Design ring_osc_ctrl, sky130hd; sources not shown.
### Supply network

(6 px per um) Pins as bars on the die edge. Tap cells in grey.
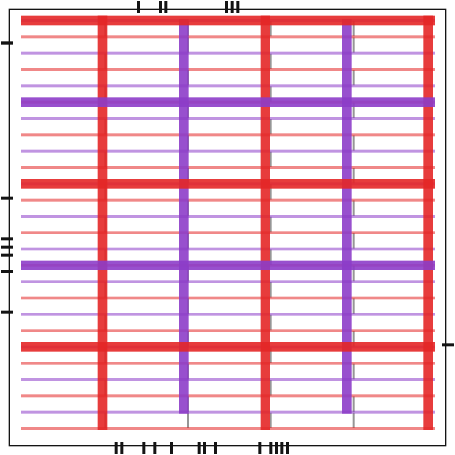
[red] VSS
[purple] VDD
rows: 25
met1 rails: 26
met5 straps: 5
signal pins: 27
Max VDD drop: 293 uV
core footprint: 4690 sq um
overall die height: 72.5 um

### Cell classes on the final placement

(6 px per um) Fill, decap, tap and diode cells in grey.
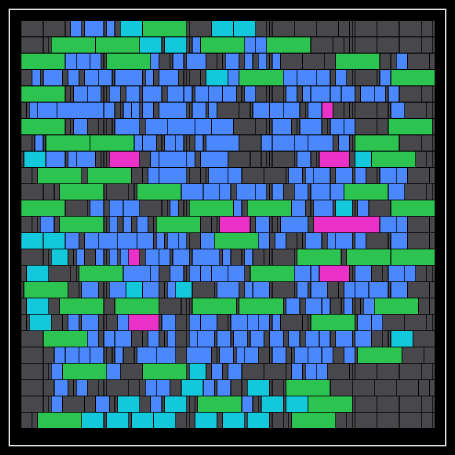
[green] flip-flops | cells: 50
[magenta] clock drivers and dummy loads | cells: 8
[cyan] other buffers and delay cells | cells: 32
[blue] all other logic | cells: 249
sequential share of cell area: 0.328
# rows: 25
post-route core utilization: 0.650
post-route design area: 3050 sq um

### Clock wires, drivers and flops

(4 px per um)
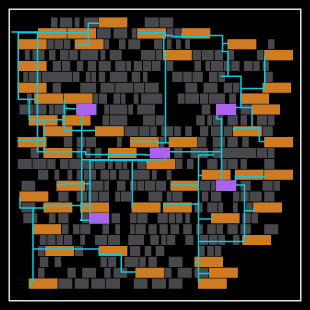
[orange] flip-flops | count: 50
[purple] cells driving clock nets | count: 5
[cyan] clock wires | length: 610 um
routed clock nets: 6
Power Clock: 442 uW
clk_skew: 0.00946 ns
clk latency late pin: 0.31 ns
Clock power frac: 0.352

### Metal layers overlaid

(6 px per um)
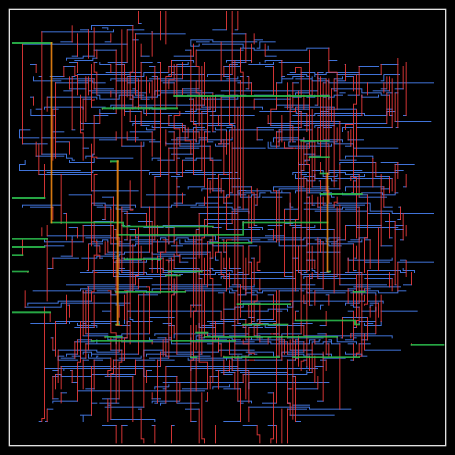
[blue] met1 | wire length: 2910 um
[orange] met4 | wire length: 73.4 um
[red] met2 | wire length: 2710 um
[green] met3 | wire length: 289 um
Via Count: 2471
DRT Wirelength: 5990 um

### Routing congestion

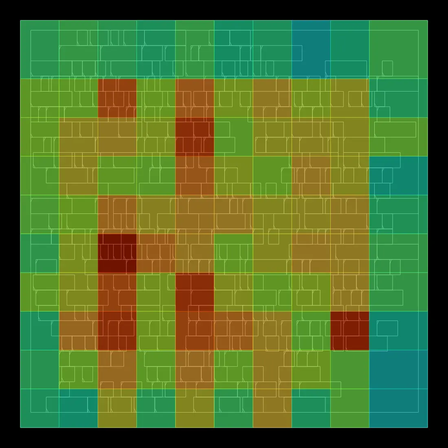
met2 Use GR: 0.360
M1 GR Usage: 0.332
Total GRT Usage: 0.233

==> flow_metrics.py <==
# Auto-generated metrics
metrics = {
    "finish": {
        "finalNetCount": 353,
        "syn_to_final_growth_pct": 14.9,
        "largest_reg_flops": 16,
        "drive_above_1_share": 0.0767,
        "insertedDiodeCount": 0,
    },
    "critical_path": {
        "r2r_slack_ns": 0.72,
        "critPathLaunchType": "flip-flop",
        "reg2regPathDepth": 7,
        "cp.required_ns": 3.44,
        "crit_fanout": 19,
        "cp.arrival_ns": 2.72,
    },
    "logic_synthesis": {
        "synth_warnings": 0,
        "synth.cellmix.xorXnorShare": 0.0165,
        "topCellsByArea": "dfxtp_1, a21oi_1, or4_1",
        "ff_type": "dfxtp_1",
        "syn_inst": 315,
        "yosys.area.top_type": "dfxtp_1",
        "muxShareOfSynthArea": 0.0118,
        "postSynth.asyncResetShare": 0,
        "top_area_frac": 0.377,
        "synth_top_cell_by_count": "dfxtp_1",
        "ys_sh_simple": 0.337,
        "synthesis.nets": 330,
        "synthAdderAreaFrac": 0.0377,
        "netlist_area_sq_um": 2660,
        "common_cells": "dfxtp_1, a21oi_1, nand2_1, nand3_1, or4_1",
        "synth.distinct_cells": 51,
        "ys_seq_frac": 0.377,
        "ys_ff": 50,
        "edf_count": 0,
        "avgSynthCellArea_sq_um": 8.43,
        "yosys_cells": 315,
        "aoi_share": 0.178,
    },
    "sta": {
        "slew_headroom": 0.457,
        "timing.setup.tns_ns": 0,
        "finalHoldViolations": 0,
        "fin_crit_sh": 0.776,
        "max_freq_mhz": 400,
        "finalCriticalPeriod_ns": 2.50,
        "maxSlewViolCount": 0,
        "setup_viol": 0,
        "hold-worst-slack_ns": 0.446,
        "rsz0062_at_grt": "no",
        "worst_pin_slew_ns": 0.810,
    },
    "pwr": {
        "p_per_area_nw_per_um2": 412,
        "power_leakage_nw": 1.02,
        "total_power_mw": 1.26,
    },
    "global_routing": {
        "overflow": 0,
        "grt_pass1_wl_um": 9700,
        "grt_pass1_vias": 1992,
        "grt_max_degree": 23,
        "busiest_layer": "met2",
        "grt_util_met3": 0.0444,
    },
    "cts": {
        "cts.repair.resized": 0,
        "clk_path_buf_depth": 2,
        "cts_setup_buffers": 0,
        "ctsRootBufferMaster": "clkbuf_8",
        "cts_tree": "done",
        "htree_levels": 2,
        "path_clk_slew_ns": 0.09,
        "cts_buffers": 5,
        "clock-sinks": 50,
    },
    "routing": {
        "wl_met2_um": 2710,
        "top_layer": "met4",
        "postRouteAntennaNets": 0,
        "routedLengthMet1_um": 2910,
        "dr.pass1.iters": 4,
        "wl_per_cell_um": 15.2,
        "wl_met3_um": 288,
        "route.detailed.drc": 0,
        "drtIter0Drc": 142,
    },
    "min_path": {
        "min_path_type": "flip-flop to flip-flop",
        "whs_path_depth": 1,
    },
    "flow_run": {
        "cap_violations": 0,
    },
    "floorplanning": {
        "fp.dieW_um": 72.5,
        "ioPinCount": 27,
        "fp_util": 0.566,
        "die_area_sq_um": 5250,
    },
    "outcome": {
        "outcome": "completed",
    },
    "placement": {
        "io_buffers": 26,
        "post-dp-hpwl_um": 4220,
        "globalplace.congestion": 0.841,
        "place_area_sq_um": 2940,
    },
}
[final cells by class]
class,instances,area [sq um]
well taps,54,67.6
repair buffers,32,305
fillers,425,1640
clock inverters,3,40.0
multi-input cells,242,1540
flip-flops and latches,50,1000
clock buffers,5,68.8
inverters,7,26.3
[report_power, final]
| part | total (mW) | switching (mW) | internal, mW |
|---|---|---|---|
| clock | 0.442 | 0.213 | 0.229 |
| combinational | 0.174 | 0.114 | 0.0606 |
| sequential | 0.639 | 0.00984 | 0.630 |
[through the flow]
stage,utilization,setup WS [ns],std cells
after floorplan,-,1.08,315
after global placement,0.627,0.672,385
after detailed placement,0.627,0.615,385
after CTS,0.650,0.736,393
after global routing,0.650,0.567,393
final,0.650,0.720,393
[cell usage in the layout (no fill, tap or decap), types with 2 or more instances in the layout]
cell / netlist / routed
a21oi_1: 31 / 31
a21oi_2: 2 / 2
and2_1: 3 / 3
and3_1: 5 / 5
and4_1: 4 / 4
buf_4: 2 / 6
clkbuf_8: 0 / 5
clkdlybuf4s50_1: 0 / 26
clkinv_2: 0 / 2
dfxtp_1: 50 / 50
ha_1: 8 / 8
inv_1: 7 / 7
mux2i_1: 2 / 2
nand2_1: 22 / 22
nand3_1: 19 / 19
nand4_1: 17 / 17
nand4b_1: 4 / 4
nor2_1: 17 / 17
nor2b_1: 9 / 9
nor3b_1: 2 / 2
nor4_1: 4 / 4
o211ai_1: 3 / 3
o21ai_0: 11 / 11
o21ai_1: 7 / 7
o31ai_1: 9 / 9
or2_2: 2 / 2
or3_1: 15 / 15
or4_1: 19 / 19
xor2_1: 5 / 5
[critical path: stages, from the launching register on]
cell,delay (ns)
dfxtp_1,0.45
ha_1,0.21
nand3_1,0.18
or4_4,0.62
a21oi_2,0.37
buf_4,0.29
nor2_1,0.08
o32ai_1,0.22
No activity file was given, so power comes from the tool's default toggle rates.
